## src/rtl/xenke_pkg.sv

```systemverilog
// Shared definitions for the alternating-pattern generator/checker pair:
// state encoding, the PA pattern, and the width rule for saturating counters.
package xenke_pkg;

  typedef enum logic [1:0] {
    HUNT = 2'd0,
    SYNC = 2'd1,
    LOCK = 2'd2
  } state_t;

  // Alternating pattern with MSB=1 (8'hAA at w=8); callers keep the low w bits.
  function automatic logic [63:0] pa_pattern(input int w);
    logic [63:0] p;
    p = '0;
    for (int i = 0; i < w && i < 64; i++) begin
      p[i] = ((w - 1 - i) % 2) == 0;
    end
    return p;
  endfunction

  // A saturating add keeps one carry bit above the counter width.
  function automatic int sat_sum_w(input int cnt_w);
    return cnt_w + 1;
  endfunction

  // Width needed to hold a popcount of a w-bit word.
  function automatic int popcnt_w(input int w);
    return $clog2(w + 1);
  endfunction

endpackage

```

## src/rtl/xenke_popcnt.sv

```systemverilog
// Combinational population count of a W-bit word.
// Zero latency, no flow control.
module xenke_popcnt
  import xenke_pkg::*;
#(
  parameter int W = 8
) (
  input  logic [W-1:0]             d,
  output logic [popcnt_w(W)-1:0]   cnt
);

  localparam int PW = popcnt_w(W);

  always_comb begin
    cnt = '0;
    for (int i = 0; i < W; i++) begin
      cnt = cnt + PW'(d[i]);
    end
  end

endmodule

```

## config.mk

```make
export PLATFORM = sky130hd
export DESIGN_NAME = xenke_popcnt
export DESIGN_NICKNAME = d
export VERILOG_FILES = /design/src/rtl/xenke_pkg.sv /design/src/rtl/xenke_popcnt.sv
export SDC_FILE = /design/constraint.sdc
export NUM_CORES = 1
export LEC_CHECK = 0
export ABC_AREA = 0
export CORE_AREA = 3 3 40 42
export DETAILED_ROUTE_END_ITERATION = 8
export DIE_AREA = 0 0 43 45
export SYNTH_ARGS = -nofsm -noshare
export SYNTH_HDL_FRONTEND = slang
export SYNTH_SLANG_ARGS = --single-unit
```

## constraint.sdc

```tcl
create_clock -name vclk -period 4.5
set_input_delay 0.675 -clock vclk [all_inputs]
set_output_delay 0.675 -clock vclk [all_outputs]
set_load 0.1 [all_outputs]
```

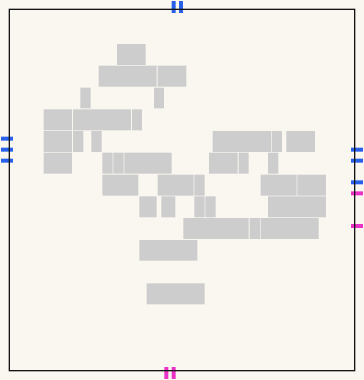
run_1/io_placement.png
Drawn at 8 px/µm. Pins as bars across the die edge, other pins in grey.
| port | colour | pins | direction | edge |
|---|---|---|---|---|
| d | blue | 8 | input | 3 left, 3 right, 2 top |
| cnt | magenta | 4 | output | 2 right, 2 bottom |
all pins by edge: 5 right, 3 left, 2 bottom, 2 top

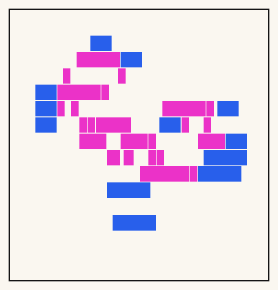
run_1/placement_by_type.png
Drawn at 6 px/µm.
| class | colour | cells |
|---|---|---|
| combinational and other logic | magenta | 24 |
| other buffers and delay cells | blue | 12 |

==> reports/results.tsv, run 1 <==
metric	value	unit
gr-max-usage-layer	met2	
pg_seq	0	µW
grt_usage	4.42	%
final_common_cell	inv_1	
grt_max_degree	3	
instances_no_fill	51	
ys_sh_aoi	2.63	%
p_clk	0	µW
diodes	0	
tightest_slew	0.218	ns
comb_cells	10	
regArea	0	µm²
finalMaxSlewViolations	0	
largest_class	buffers	
syn-num-nets	39	
power_switching	137	µW
comb_power_share	100.0	%
internal_power	79.5	µW
p_sw_share	63.3	%
ys_seq_share	0	%
max-cap-violations	0	
antenna_left	0	
critPathTopFamily	adder cells	
drive_gt1_share	16.7	%
buffer_area_share	42.2	%
topCombFamilyByArea	adder cells	
syn_inst	24	
cts_hold_buf	0	
comb_area_share	38.9	%
yosysCellCount	24	
coreArea	0.00128	mm²
finish.utilization	29.5	%
min_from	d[2]	
ios	12	
worst_hold_path_type	primary input to output pin	
max-slew-margin-rel	85.5	%
seq_cells	0	
clock.fmax	231	MHz
min_to	cnt[0]	
crit_start	d[0]	
endpoint	cnt[2]	
yosys_warnings	0	
top_area_cell	fa_1	
synth_top_cell_by_count	inv_1	
yosys_area	190	µm²
hold_violations	0	
inverters	14	
grtUsageMet3	0	%
warnings	33	
route.met2.wl	158	µm
synth.avg_cell_area	7.92	µm²
critical_path.cell_chain	clkdlybuf4s50_1, inv_1, fa_1, fa_1, fa_1, inv_1, ha_1, inv_1, fa_2, xnor2_2, buf_12	
hold_path_depth	3	
top_area_share	42.1	%
synth_cell_type_count	6	
crit_slowest_cell	fa_1	
placed_area	377	µm²
signal_buffers	12	
fin_ws	0.175	ns
gr-usage-met1	5.81	%
cts-resized-gates	0	
rsz0062_at_grt	false	
fa_ha_area_share	61.8	%
status	complete, no violations	
power	216	µW
route.met3.wl	33	µm
required	3.83	ns
fillers	136	
power_per_cell_area	571	mW/mm²
wl_per_cell	6.63	µm
die_area	0.00194	mm²
die_h	45	µm
syn-cell-area	190	µm²
cp.arrival	3.65	ns
clockBufferCount	0	
nNetsFinal	53	
drcViolationCount	0	
period_needed	4.32	ns
place_ws	0.107	ns
met2_usage	8.68	%
antenna_found_initial	0	
xor_area_share	4.61	%
grt_pass1_wl	676	µm
worstSetupPathDepth	11	
clock_power_share	0	%
clock_cell_area_share	0	%
top_layer	met3	
avgViaCountPerCell	3.33	
dp_hpwl	337	µm
grt_pass1_vias	168	
io_buffers	12	
ir_drop	0.236	mV
pwr-share-seq	0	%
wl_met1	146	µm
start_kind	primary input	
synthSimpleGateAreaFrac	3.29	%
logic_area	148	µm²
drt_first_pass_iters	1	
die_w	43	µm
critPathKind	primary input to output pin	
setup_violations	0	
initCoreUtil	14.8	%
critical_path_buf_inv_count	5	
routed_wirelength	338	µm
synthToLayoutAreaGrowth	99.3	%
finalInstanceArea	379	µm²
yosys-top-cells-area	fa_1, inv_1, ha_1	
tap_cells	15	
leakage	0.000202	µW
fin_setup_tns	0	ns
hold_slack	2.16	ns
critPathMaxStageDelay	0.55	ns
p_comb	216	µW
place.gp.congestion	0.617	
post_cts_buffers	0	
seq_share	0	%
power_leader	combinational cells	
period_used_share	96.1	%
place_inst	51	
ys_sh_mux	0	%
gr-total-overflow	0	
drt-initial-drc-count	0	
dr_total_vias	170	
most-common-layout-cells	inv_1, clkdlybuf4s50_1, buf_12	
path_max_fanout	2	
ys_top_cells_by_count	inv_1, fa_1, ha_1	
end_kind	output pin	
rows	13	
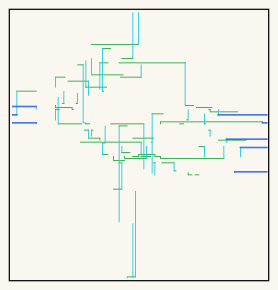
run_1/wires.png
Drawn at 6 px/µm.
| layer | colour | wire length |
|---|---|---|
| metal 2 | cyan | 159 µm |
| metal 1 | green | 147 µm |
| metal 3 | blue | 33.6 µm |

==> inputs of run 2 (changes only) <==
--- a/config.mk
+++ b/config.mk
@@ -9,6 +9,7 @@
 export CORE_AREA = 3 3 40 42
 export DETAILED_ROUTE_END_ITERATION = 8
 export DIE_AREA = 0 0 43 45
+export PLACE_DENSITY_LB_ADDON = 0.1
 export SYNTH_ARGS = -nofsm -noshare
 export SYNTH_HDL_FRONTEND = slang
 export SYNTH_SLANG_ARGS = --single-unit
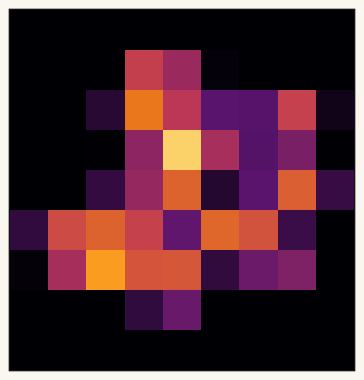
run_2/cell_density.png
Drawn at 8 px/µm. 9 x 9 tiles, from black (low) to pale yellow (high), 0 to 100% covered.
densest ninth of the die: centre
tiles over 75% full: 2.5%
emptiest ninth of the die: upper left
fullest tile: 90%
mean over tiles: 19%

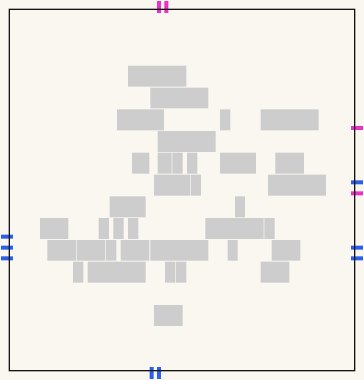
run_2/io_placement.png
Drawn at 8 px/µm. Pins as bars across the die edge, other pins in grey.
| port | colour | pins | direction | edge |
|---|---|---|---|---|
| d | blue | 8 | input | 3 left, 3 right, 2 bottom |
| cnt | magenta | 4 | output | 2 right, 2 top |
all pins by edge: 5 right, 3 left, 2 top, 2 bottom

==> reports/results.tsv, run 2 <==
metric	value	unit	change
clock.fmax	232	MHz	+0.26%
critPathKind	primary input to output pin		
required	3.83	ns	about the same
pwr-share-seq	0	%	unchanged
critical_path.cell_chain	clkdlybuf4s50_1, inv_1, fa_1, fa_1, fa_1, inv_1, ha_1, inv_1, fa_1, xnor2_2, buf_12		
gr-usage-met1	5.34	%	-0.47 points
route.met3.wl	42	µm	+27%
drcViolationCount	0		unchanged
hold_violations	0		unchanged
top_area_share	42.1	%	unchanged
fillers	143		+5.1%
min_to	cnt[0]		
regArea	0	µm²	unchanged
min_from	d[2]		
yosysCellCount	24		unchanged
diodes	0		unchanged
max-slew-margin-rel	84.8	%	-0.69 points
grt_max_degree	3		unchanged
critPathTopFamily	adder cells		
fin_setup_tns	0	ns	unchanged
period_used_share	95.8	%	-0.25 points
top_layer	met3		
wl_per_cell	6.33	µm	-4.4%
critPathMaxStageDelay	0.55	ns	about the same
io_buffers	12		unchanged
tightest_slew	0.228	ns	+0.0103 ns
syn_inst	24		unchanged
synth_top_cell_by_count	inv_1		
ios	12		unchanged
end_kind	output pin		
place_ws	0.170	ns	+0.0622 ns
rsz0062_at_grt	false		
crit_slowest_cell	fa_1		
largest_class	buffers		
clock_cell_area_share	0	%	unchanged
gr-total-overflow	0		unchanged
worstSetupPathDepth	11		unchanged
pg_seq	0	µW	
syn-cell-area	190	µm²	unchanged
instances_no_fill	51		unchanged
max-cap-violations	0		unchanged
internal_power	78.7	µW	-1.0%
setup_violations	0		unchanged
die_w	43	µm	unchanged
synthToLayoutAreaGrowth	98.0	%	
drive_gt1_share	13.9	%	-2.8 points
ys_sh_aoi	2.63	%	unchanged
logic_area	145	µm²	-1.7%
power_per_cell_area	569	mW/mm²	-0.20%
finish.utilization	29.3	%	-0.19 points
synth_cell_type_count	6		unchanged
clockBufferCount	0		unchanged
place.gp.congestion	0.616		-0.18%
warnings	33		unchanged
finalInstanceArea	377	µm²	-0.66%
dp_hpwl	320	µm	-5.1%
die_h	45	µm	unchanged
post_cts_buffers	0		unchanged
yosys-top-cells-area	fa_1, inv_1, ha_1		
cts-resized-gates	0		unchanged
hold_slack	2.17	ns	+0.00754 ns
initCoreUtil	14.8	%	unchanged
route.met2.wl	150	µm	-5.1%
period_needed	4.31	ns	-0.0114 ns
power	214	µW	-0.86%
drt_first_pass_iters	1		unchanged
crit_start	d[0]		
antenna_found_initial	0		unchanged
worst_hold_path_type	primary input to output pin		
power_leader	combinational cells		
fin_ws	0.187	ns	+0.0114 ns
leakage	0.000203	µW	+0.52%
top_area_cell	fa_1		
wl_met1	130	µm	-11%
placed_area	377	µm²	unchanged
comb_power_share	100.0	%	about the same
rows	13		unchanged
inverters	14		unchanged
drt-initial-drc-count	0		unchanged
p_comb	214	µW	about the same
nNetsFinal	53		unchanged
final_common_cell	inv_1		
yosys_area	190	µm²	unchanged
clock_power_share	0	%	unchanged
p_sw_share	63.3	%	about the same
finalMaxSlewViolations	0		unchanged
signal_buffers	12		unchanged
seq_cells	0		unchanged
topCombFamilyByArea	adder cells		
ys_sh_mux	0	%	unchanged
avgViaCountPerCell	3.27		-1.8%
xor_area_share	4.61	%	unchanged
cp.arrival	3.64	ns	about the same
buffer_area_share	42.5	%	+0.28 points
hold_path_depth	3		unchanged
yosys_warnings	0		unchanged
synthSimpleGateAreaFrac	3.29	%	unchanged
antenna_left	0		unchanged
met2_usage	7.19	%	-1.5 points
power_switching	136	µW	-0.78%
start_kind	primary input		
grt_pass1_vias	162		-3.6%
p_clk	0	µW	
grt_pass1_wl	641	µm	-5.2%
most-common-layout-cells	inv_1, clkdlybuf4s50_1, fa_1, buf_12, ha_1		
comb_cells	10		unchanged
path_max_fanout	2		unchanged
place_inst	51		unchanged
synth.avg_cell_area	7.92	µm²	unchanged
ys_seq_share	0	%	unchanged
dr_total_vias	167		-1.8%
status	complete, no violations		
grt_usage	4.01	%	-0.41 points
ir_drop	0.133	mV	-44%
die_area	0.00194	mm²	unchanged
tap_cells	15		unchanged
cts_hold_buf	0		unchanged
ys_top_cells_by_count	inv_1, fa_1, ha_1		
critical_path_buf_inv_count	5		unchanged
comb_area_share	38.5	%	-0.41 points
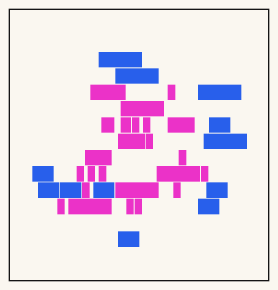
run_2/placement_by_type.png
Drawn at 6 px/µm.
sequential cell area share: 0%
Placeable Area: 0.00128 mm²

No activity file was given, so power comes from the tool's default toggle rates.
